$ cat src/rtl/spi_apb_pkg.sv
// Shared definitions for the SPI-over-APB byte sequencer: register map,
// FSM states and the per-transaction step encoding.
package spi_apb_pkg;

    localparam logic [2:0] ADDR_CR1_DEF = 3'd0;
    localparam logic [2:0] ADDR_CR2_DEF = 3'd1;
    localparam logic [2:0] ADDR_BR_DEF  = 3'd2;
    localparam logic [2:0] ADDR_SR_DEF  = 3'd3;
    localparam logic [2:0] ADDR_DR_DEF  = 3'd5;

    typedef enum logic [2:0] {
        ST_IDLE,
        ST_SETUP,
        ST_ACCESS,
        ST_WAIT_IRQ,
        ST_DONE
    } state_t;

    typedef logic [2:0] step_t;

    localparam step_t STEP_WR_CR1  = 3'd0;
    localparam step_t STEP_WR_CR2  = 3'd1;
    localparam step_t STEP_WR_BR   = 3'd2;
    localparam step_t STEP_WR_DR   = 3'd3;
    localparam step_t STEP_WAIT    = 3'd4;
    localparam step_t STEP_RD_SR   = 3'd5;
    localparam step_t STEP_RD_DR   = 3'd6;

    function automatic logic step_is_write(step_t s);
        return s <= STEP_WR_DR;
    endfunction

endpackage

$ cat src/rtl/spi_apb_sequencer.sv
// APB master that runs one full SPI byte exchange (config, tx, irq wait, SR/DR read).
// Optional build macro SPI_SEQ_CFG_CACHE_EN skips the config writes when unchanged.
module spi_apb_sequencer
    import spi_apb_pkg::*;
#(
    parameter int         TIMEOUT_CYCLES = 4096,
    parameter logic [2:0] ADDR_CR1       = ADDR_CR1_DEF,
    parameter logic [2:0] ADDR_CR2       = ADDR_CR2_DEF,
    parameter logic [2:0] ADDR_BR        = ADDR_BR_DEF,
    parameter logic [2:0] ADDR_SR        = ADDR_SR_DEF,
    parameter logic [2:0] ADDR_DR        = ADDR_DR_DEF
) (
    input  logic       PCLK,
    input  logic       PRESET,
    input  logic       req_valid_i,
    output logic       req_ready_o,
    input  logic [7:0] req_cr1_i,
    input  logic [7:0] req_cr2_i,
    input  logic [7:0] req_br_i,
    input  logic [7:0] req_txdata_i,
    output logic       rsp_valid_o,
    output logic [7:0] rsp_rxdata_o,
    output logic [7:0] rsp_status_o,
    output logic       rsp_err_o,
    output logic [2:0] PADDR_o,
    output logic       PSEL_o,
    output logic       PENABLE_o,
    output logic       PWRITE_o,
    output logic [7:0] PWDATA_o,
    input  logic [7:0] PRDATA_i,
    input  logic       PREADY_i,
    input  logic       PSLVERR_i,
    input  logic       spi_interrupt_request_i
);

    localparam int CW = (TIMEOUT_CYCLES > 2) ? $clog2(TIMEOUT_CYCLES) : 1;
    localparam logic [CW-1:0] TO_LAST = CW'(TIMEOUT_CYCLES - 1);

    state_t        state;
    step_t         step;
    logic [CW-1:0] tmo_cnt;
    logic [7:0]    cr1_q, cr2_q, br_q, tx_q;

    logic          cache_hit;
    step_t         start_step;
    step_t         setup_step;
    logic [7:0]    setup_wdata;
    logic          go_setup;
    logic          abort;

    function automatic logic [2:0] addr_of(step_t s);
        case (s)
            STEP_WR_CR1: return ADDR_CR1;
            STEP_WR_CR2: return ADDR_CR2;
            STEP_WR_BR:  return ADDR_BR;
            STEP_RD_SR:  return ADDR_SR;
            default:     return ADDR_DR;
        endcase
    endfunction

    function automatic logic [7:0] wdata_of(step_t s, logic [7:0] c1, logic [7:0] c2,
                                            logic [7:0] b, logic [7:0] t);
        case (s)
            STEP_WR_CR1: return c1;
            STEP_WR_CR2: return c2;
            STEP_WR_BR:  return b;
            STEP_WR_DR:  return t;
            default:     return 8'h00;
        endcase
    endfunction

`ifdef SPI_SEQ_CFG_CACHE_EN
    logic        cache_vld;
    logic [23:0] cache_cfg;

    assign cache_hit = cache_vld && (cache_cfg == {req_cr1_i, req_cr2_i, req_br_i});

    // Only a clean completion proves the slave holds this configuration.
    always_ff @(posedge PCLK) begin
        if (PRESET) begin
            cache_vld <= 1'b0;
        end else if (state == ST_DONE) begin
            if (rsp_err_o) begin
                cache_vld <= 1'b0;
            end else begin
                cache_vld <= 1'b1;
                cache_cfg <= {cr1_q, cr2_q, br_q};
            end
        end
    end
`else
    assign cache_hit = 1'b0;
`endif

    assign start_step  = cache_hit ? STEP_WR_DR : STEP_WR_CR1;
    assign req_ready_o = (state == ST_IDLE) && !PRESET;

    // Next SETUP target: from IDLE the request fields are not registered yet.
    always_comb begin
        setup_step = STEP_RD_SR;
        if (state == ST_IDLE)
            setup_step = start_step;
        else if (state == ST_ACCESS)
            setup_step = step + 3'd1;
        if (state == ST_IDLE)
            setup_wdata = wdata_of(setup_step, req_cr1_i, req_cr2_i, req_br_i, req_txdata_i);
        else
            setup_wdata = wdata_of(setup_step, cr1_q, cr2_q, br_q, tx_q);
    end

    always_comb begin
        go_setup = 1'b0;
        abort    = 1'b0;
        case (state)
            ST_IDLE:     go_setup = req_valid_i;
            ST_ACCESS: begin
                abort    = PREADY_i ? PSLVERR_i : (tmo_cnt == TO_LAST);
                go_setup = PREADY_i && !PSLVERR_i &&
                           (step != STEP_WR_DR) && (step != STEP_RD_DR);
            end
            ST_WAIT_IRQ: begin
                go_setup = spi_interrupt_request_i;
                abort    = !spi_interrupt_request_i && (tmo_cnt == TO_LAST);
            end
            default: ;
        endcase
    end

    always_ff @(posedge PCLK) begin
        if (PRESET) begin
            state        <= ST_IDLE;
            step         <= STEP_WR_CR1;
            tmo_cnt      <= '0;
            cr1_q        <= '0;
            cr2_q        <= '0;
            br_q         <= '0;
            tx_q         <= '0;
            PADDR_o      <= '0;
            PSEL_o       <= 1'b0;
            PENABLE_o    <= 1'b0;
            PWRITE_o     <= 1'b0;
            PWDATA_o     <= '0;
            rsp_valid_o  <= 1'b0;
            rsp_rxdata_o <= '0;
            rsp_status_o <= '0;
            rsp_err_o    <= 1'b0;
        end else if (abort) begin
            PADDR_o     <= '0;
            PSEL_o      <= 1'b0;
            PENABLE_o   <= 1'b0;
            PWRITE_o    <= 1'b0;
            PWDATA_o    <= '0;
            rsp_valid_o <= 1'b1;
            rsp_err_o   <= 1'b1;
            tmo_cnt     <= '0;
            state       <= ST_DONE;
        end else begin
            rsp_valid_o <= 1'b0;
            if (go_setup) begin
                step      <= setup_step;
                PSEL_o    <= 1'b1;
                PENABLE_o <= 1'b0;
                PADDR_o   <= addr_of(setup_step);
                PWRITE_o  <= step_is_write(setup_step);
                PWDATA_o  <= setup_wdata;
                tmo_cnt   <= '0;
                state     <= ST_SETUP;
            end
            case (state)
                ST_IDLE: begin
                    if (req_valid_i) begin
                        cr1_q        <= req_cr1_i;
                        cr2_q        <= req_cr2_i;
                        br_q         <= req_br_i;
                        tx_q         <= req_txdata_i;
                        rsp_rxdata_o <= '0;
                        rsp_status_o <= '0;
                        rsp_err_o    <= 1'b0;
                    end
                end
                ST_SETUP: begin
                    PENABLE_o <= 1'b1;
                    tmo_cnt   <= '0;
                    state     <= ST_ACCESS;
                end
                ST_ACCESS: begin
                    if (PREADY_i) begin
                        if (step == STEP_RD_SR) rsp_status_o <= PRDATA_i;
                        if (step == STEP_RD_DR) rsp_rxdata_o <= PRDATA_i;
                        if (step == STEP_WR_DR || step == STEP_RD_DR) begin
                            PADDR_o   <= '0;
                            PSEL_o    <= 1'b0;
                            PENABLE_o <= 1'b0;
                            PWRITE_o  <= 1'b0;
                            PWDATA_o  <= '0;
                            tmo_cnt   <= '0;
                            if (step == STEP_WR_DR) begin
                                step  <= STEP_WAIT;
                                state <= ST_WAIT_IRQ;
                            end else begin
                                rsp_valid_o <= 1'b1;
                                state       <= ST_DONE;
                            end
                        end
                    end else begin
                        tmo_cnt <= tmo_cnt + 1'b1;
                    end
                end
                ST_WAIT_IRQ: begin
                    if (!spi_interrupt_request_i) tmo_cnt <= tmo_cnt + 1'b1;
                end
                ST_DONE: begin
                    tmo_cnt <= '0;
                    state   <= ST_IDLE;
                end
                default: state <= ST_IDLE;
            endcase
        end
    end

endmodule

$ cat config.mk
export PLATFORM = sky130hd
export DESIGN_NAME = spi_apb_sequencer
export DESIGN_NICKNAME = d
export VERILOG_FILES = /design/src/rtl/spi_apb_pkg.sv /design/src/rtl/spi_apb_sequencer.sv
export SDC_FILE = /design/constraint.sdc
export NUM_CORES = 1
export LEC_CHECK = 0
export CAP_MARGIN = 20
export CORE_MARGIN = 8
export CORE_UTILIZATION = 25
export DETAILED_ROUTE_END_ITERATION = 10
export GPL_ROUTABILITY_DRIVEN = 0
export GPL_TIMING_DRIVEN = 0
export PLACE_DENSITY_LB_ADDON = 0.05
export SYNTH_ARGS = -nofsm -noshare
export SYNTH_HDL_FRONTEND = slang
export SYNTH_SLANG_ARGS = --single-unit
export TNS_END_PERCENT = 10
$ cat constraint.sdc
create_clock -name PCLK -period 4 [get_ports PCLK]
set_clock_uncertainty 0.2 [all_clocks]
set_input_delay 0.6 -clock PCLK [delete_from_list [all_inputs] [get_ports PCLK]]
set_output_delay 0.6 -clock PCLK [all_outputs]
set_load 0.02 [all_outputs]
Figure 1. Congestion heat map (run 1).
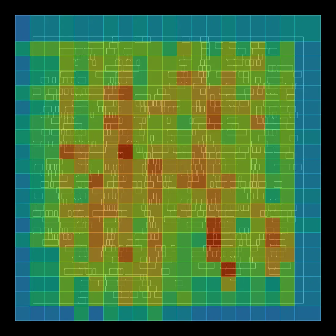
busiest layer in global routing: met2
GR Layer Usage met1: 0.167
Tot GR Track Use: 0.134

Figure 2. Wires at chosen ports, followed through buffers (run 1).
(3 px per µm)
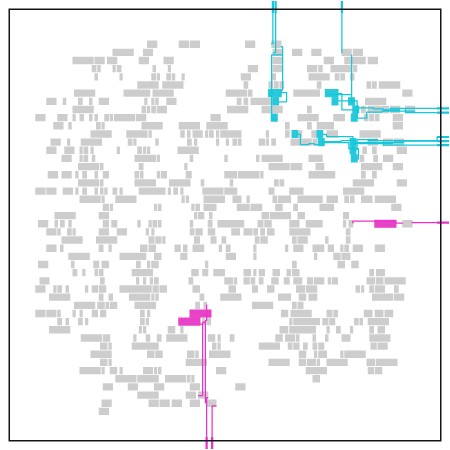
Key: PRDATA_i = cyan [bits 8, direction input, edge 5 east, 3 north, end cells 16, wire 367 µm]; PADDR_o = magenta [bits 3, direction output, edge 2 south, 1 east, end cells 3, wire 117 µm]
number of I/O port buffers: 77
I/O pin cnt: 79

Figure 3. Clock wires, drivers and flops (run 1).
(3 px per µm)
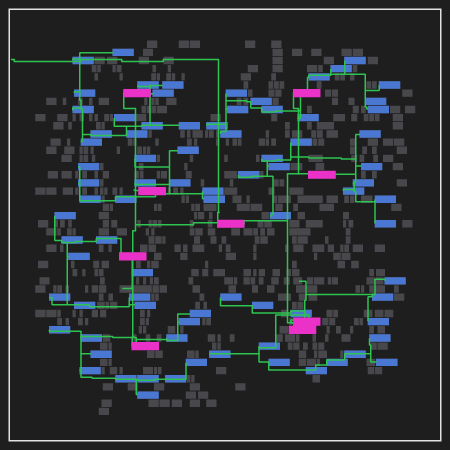
Key: clock drivers = magenta [count 9]; clock wires = green [length 1280 µm]; flip-flops = blue [count 82]
There are 10 routed clock nets.

==> changes_impl.md, run 1 <==
### Metrics

- Post-CTS Setup Inserts: 0
- Fin crit share: 0.812
- Post-route minimum period: 3.25 ns
- Max_slew headroom: 0.366
- Post-synthesis sequential area ratio: 0.405
- Mapped Cells: 498
- CTS root buf: clkbuf_16
- Post-synth EDFFs: 0
- Max VDD drop: 0.211 mV
- CP Class: flip-flop to flip-flop
- Critical path's top delay family: buffers and inverters
- Worst hold margin: 0.253 ns
- Vias per cell: 4.83
- CP Cell Sequence: clkbuf_1 -> buf_1 -> inv_1 -> ha_1 -> and2_1 -> buf_2 -> nor3_1 -> o21ai_0 -> a21oi_1
- Grt met2 use: 0.223
- Post-Syn Area: 4050 µm²
- Cells after DPL: 791
- Crit Path Max Fanout: 10
- Post-CTS Hold Fix Bufs: 0
- Post-Syn Nets: 549
- DRC viols: 0
- Total negative setup slack: 0 ns
- Die Ht: 143 µm
- H-tree Lvls: 3
- Detailed Route WL: 13500 µm
- Outcome: finished, final reports clean
- Top class by area: combinational gates
- Antenna diodes: 0
- FP Core Util: 0.255
- Crit-path max cell delay: 0.73 ns
- TritonCTS Buffers: 9
- Compound Share, Synth: 0.245
- Clock power frac: 0.373
- Area fraction in and, or, nand and nor cells: 0.238
- Top cells by area: dfxtp_1 (41%), nand2_1 (8.3%), a21oi_1 (8.2%)
- TritonCTS clock tree: done
- Pwr Total: 2260 µW
- Seq pwr: 901 µW
- Min-delay src: PWRITE_o$_SDFF_PP0_
- FF-to-FF setup slack: 0.75 ns
- Worst Path Buf+Inv: 4
- Final Worst Setup Slack: 0.753 ns
- HP Class: flip-flop to flip-flop
- Largest net degree at the start of global routing: 14
- Crit path capture: rsp_rxdata_o[2]$_SDFFE_PP0P_
- Flop share of the area: 0.305
- Max cap viols: 0
- Highest metal used: met4
- Min-Delay Endpoint: PWRITE_o$_SDFF_PP0_
- Biggest register: tmo_cnt
- Most numerous logic cells after layout: nand2_1 (90), dfxtp_1 (82), clkdlybuf4s50_1 (77)
- Share of layout cells above drive strength 1: 0.0881
- Most used logic cell in the final layout: nand2_1
- CP Capture Type: flip-flop
- Met1 WL: 6260 µm
- Max FFs per register: 12
- CP Depth: 9
- Fillers: 1720
- Number of distinct library cells after synthesis: 58
- Final Hold Viols: 0
- Clock sink count: 82
- Final HPWL DP: 10100 µm
- Die width: 143 µm
- Vias in the first global route: 3948
- Main power group: registers
- P_sw: 685 µW
- Met3 wire len: 599 µm
- Final non-clock buffer share: 0.184
- Cells in synth_stat.txt: 498
- # clk buffers: 11
- Tool warnings: 28
- Power Combinational: 517 µW
- CP Launch Type: flip-flop
- Fraction of area in multi-input gates: 0.396
- Fin. max-slew vios: 0
- DR iter-0 viols: 228
- Tapcells: 216
- Logic cell area: 2130 µm²
- Final ANT Viol Nets: 0
- Yosys Chip Area: 4050 µm²
- First-pass GRT wire length: 21200 µm
- Final setup viols: 0
- Global route overflow: 0
- Setup slack at placement: 0.740 ns
- Post-synth top area cell: dfxtp_1
- Final Core Density: 0.339
- Part of the power in registers: 0.398
- Asr flop ratio synth: 0
- CORE AREA: 15900 µm²
- MI comb cells: 361
- Net Sw Frac: 0.303
- Synth flops: 82
- Met2 WL: 6470 µm
- Crit path DRT: 4.07 ns
- M3 GR Usage: 0.0275
- Non-clock buffers: 117
- XOR-XNOR Cells, Area Fraction: 0
- Worst setup startpoint: step[0]$_SDFFE_PP0N_
- Synth Area in Adders: 0.0154
- Cts repair resizes: 0
- Hold Path Cell Cnt: 2
- Worst r2r src: step[0]$_SDFFE_PP0N_
- Ys Warns: 0
- ClkCell Share: 0.0546
- Inverters: 15
- Initial antenna violation count: 0
- RSZ-0062 raised after global routing: false
- Chip Area: 20500 µm²
- Flip-flop and latch area: 1640 µm²
- Clk slew on worst S/H paths: 0.06 ns
- Layout Nets: 637
- R2r worst-path depth: 9
- Clk. pwr: 843 µW
- Crit Reg-Reg Endpoint: rsp_rxdata_o[2]$_SDFFE_PP0P_
- Synth-to-Final Area Change: 32.9%
- Mux share: 0.0278
- Leak: 0.00184 µW
- Row cnt: 46
- Area share, top type: 0.405
- Largest logic family: AND-OR/OR-AND gates
- Cell area after layout: 5390 µm²
- Clock buffer depth: 2
- Avg Cell Area, Syn: 8.14 µm²
- Internal Dissipation: 1580 µW
- Drt wl/cell: 16.8 µm
- Routed vias: 3894
- DP Area: 5090 µm²
- Worst path arrival time: 3.32 ns
- Registers: 82
- Layout Cells excl Fill: 806
- Peak Freq: 308 MHz
- Ys flop type: dfxtp_1
- Tightest Pin Transition: 0.943 ns
- Drt pass-1 iters: 4
- Combinational fraction of design power: 0.229
[run 1: synthesized netlist by cell type, types with 2 or more instances]
cell type	n
a211oi_1	27
o211ai_1	4
a31oi_1	2
inv_1	15
o31ai_1	2
nand2_1	90
mux2_2	2
nand4bb_1	2
o21ai_1	10
buf_4	4
buf_1	3
a311oi_1	3
a22oi_1	2
a41oi_1	3
nor4_1	5
nand3_1	11
o21ai_2	2
a31o_2	2
and4_1	2
nand3b_1	2
o22ai_1	7
buf_6	6
nor2b_1	2
buf_2	10
a41o_1	3
o21ai_0	9
and3_1	3
clkbuf_1	17
o21a_1	3
nor3_1	10
dfxtp_1	82
nand4_1	19
nor2_1	20
a221oi_1	2
and2_1	9
nor3_2	2
a21oi_1	66
ha_1	5
nand2b_1	2
or3_1	2
mux2i_1	9
Figure 4. Signal metal coverage by tile (run 1).
(2 px per µm) The die is cut into 29 by 29 equal tiles; white is low, dark blue is high, scaled to the fullest tile. Values are wire area over tile area, all layers added.
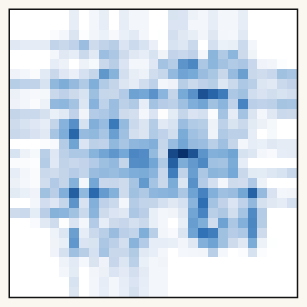

--- run 2 (diff from run 1) ---
clock period = 2.7 ns   (was 4 ns; I/O delays follow)
Figure 5. Signal metal coverage by tile (run 2).
(2 px per µm) The die is cut into 29 by 29 equal tiles; white is low, dark blue is high, scaled to the fullest tile. Values are wire area over tile area, all layers added.
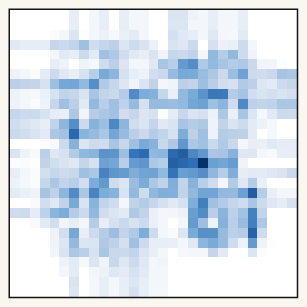
The mean over all tiles is 0.10. 7.8% of the tiles are over half the peak. The densest ninth of the die: centre.
Detailed Route WL: 13700 µm
routed vias: 3918
Tot GR Track Use: 0.135
drt wl/cell: 16.9 µm

Figure 6. Congestion heat map (run 2).
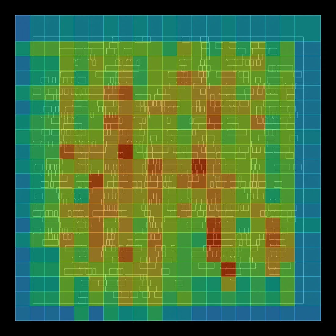
grt met2 use: 0.224
GR Layer Usage met1: 0.168
Final Core Density: 0.342

Figure 7. Clock wires, drivers and flops (run 2).
(3 px per µm)
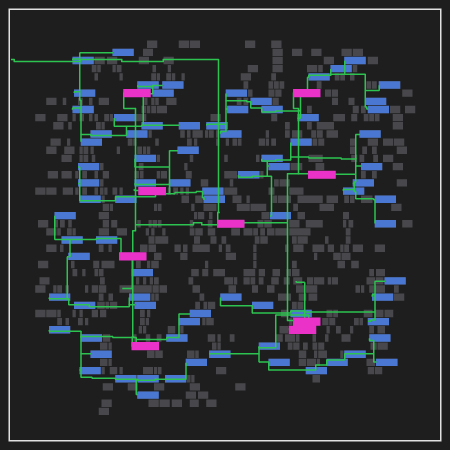
Key: flip-flops = blue [count 82]; clock drivers = magenta [count 9]; clock wires = green [length 1270 µm]
Position of the flops: spread over the die. There are 10 routed clock nets.
clk ins delay skew pair: 0.34 ns
Clk. pwr: 1250 µW

==> changes_impl.md, run 2 <==
### Metrics

- Outcome: finished, final reports clean
- Crit path capture: req_ready_o
- I/O pin cnt: 79
- Synth Area in Adders: 0.0154
- Post-Syn Nets: 549
- Layout Cells excl Fill: 807
- Final ANT Viol Nets: 0
- CP Launch Type: flip-flop
- Avg Cell Area, Syn: 8.14 µm²
- Clock buffer depth: 2
- Max cap viols: 0
- Busiest layer in global routing: met2
- Clock sink count: 82
- Total negative setup slack: 0 ns
- Largest net degree at the start of global routing: 14
- R2r worst-path depth: 9
- CP Capture Type: output pin
- Top cells by area: dfxtp_1 (41%), nand2_1 (8.3%), a21oi_1 (8.2%)
- Most used logic cell in the final layout: nand2_1
- CP Cell Sequence: buf_6 -> buf_2 -> or2_1 -> buf_6 -> nor3_1 -> dlygate4sd2_1
- Chip Area: 20500 µm²
- FP Core Util: 0.255
- Vias per cell: 4.86
- Worst path arrival time: 1.96 ns
- Worst r2r src: step[0]$_SDFFE_PP0N_
- Setup slack at placement: -0.560 ns
- Post-route minimum period: 2.57 ns
- H-tree Lvls: 3
- Area share, top type: 0.405
- Share of layout cells above drive strength 1: 0.102
- Tightest Pin Transition: 0.640 ns
- Vias in the first global route: 3948
- FF-to-FF setup slack: 0.18 ns
- Highest metal used: met4
- Met1 WL: 6290 µm
- Die Ht: 143 µm
- Crit Path Max Fanout: 10
- Worst Path Buf+Inv: 4
- Critical path's top delay family: buffers and inverters
- CP Depth: 6
- Most numerous logic cells after layout: nand2_1 (90), dfxtp_1 (82), clkdlybuf4s50_1 (76)
- Fin crit share: 0.950
- XOR-XNOR Cells, Area Fraction: 0
- Post-synth EDFFs: 0
- Mapped Cells: 498
- Post-Syn Area: 4050 µm²
- Top-count cell post-synth: nand2_1
- Compound Share, Synth: 0.245
- TritonCTS clock tree: done
- DRC viols: 0
- Tool warnings: 28
- CTS root buf: clkbuf_16
- Final HPWL DP: 10100 µm
- Peak Freq: 390 MHz
- Synth-to-Final Area Change: 34.2%
- First-pass GRT wire length: 21200 µm
- Mux share: 0.0278
- Crit-path max cell delay: 0.38 ns
- Logic cell area: 2160 µm²
- Largest logic family: AND-OR/OR-AND gates
- M3 GR Usage: 0.0275
- Max VDD drop: 0.314 mV
- TritonCTS Buffers: 9
- CP Class: flip-flop to output pin
- Area fraction in and, or, nand and nor cells: 0.238
- RSZ-0062 raised after global routing: false
- Pwr Total: 3360 µW
- Synth flops: 82
- Yosys Chip Area: 4050 µm²
- Met2 WL: 6490 µm
- Min-Delay Endpoint: PWRITE_o$_SDFF_PP0_
- Cell area after layout: 5440 µm²
- CORE AREA: 15900 µm²
- Number of distinct library cells after synthesis: 58
- Cells in synth_stat.txt: 498
- Ys Warns: 0
- Number of I/O port buffers: 77
- DR iter-0 viols: 251
- Antenna diodes: 0
- Layout Nets: 638
- Drt pass-1 iters: 4
- Global route overflow: 0
- Hold Path Cell Cnt: 2
- Crit path DRT: 2.10 ns
- Max FFs per register: 12
- Final Worst Setup Slack: 0.134 ns
- Post-synth top area cell: dfxtp_1
- Leak: 0.00186 µW
- Top cells by count, synth: nand2_1 (90), dfxtp_1 (82), a21oi_1 (66), a211oi_1 (27), nor2_1 (20)
- Post-synthesis sequential area ratio: 0.405
- Fin. max-slew vios: 0
- Max_slew headroom: 0.571
- Min-delay src: PWRITE_o$_SDFF_PP0_
==> run 2: cell counts after synthesis <==
No cell type changed its count.
==> run 2: what timing repair did <==
item                       in CTS  in global routing
cloned                          0                  0
setup buffers                   0                  1
hold buffers                    0                  0
pin swaps                       0                  1
setup endpoints to repair      40                 19
gates resized                   8                  8
==> run 2: cell type report <==
type	instances	area share
buffer	40	0.0439
clock buffer	11	0.0446
clock inverter	4	0.00943
inverter	15	0.0103
multi-input combinational	361	0.397
sequential	82	0.302
tap	216	0.0497
timing repair buffer	78	0.143
==> run 2: power by group <==
group	internal, µW	total, µW	switching, µW
Sequential	1290	1340	45.7
Combinational	315	782	467
Clock	739	1250	508
Total	2340	3360	1020
Power and IR drop assume default switching activity.
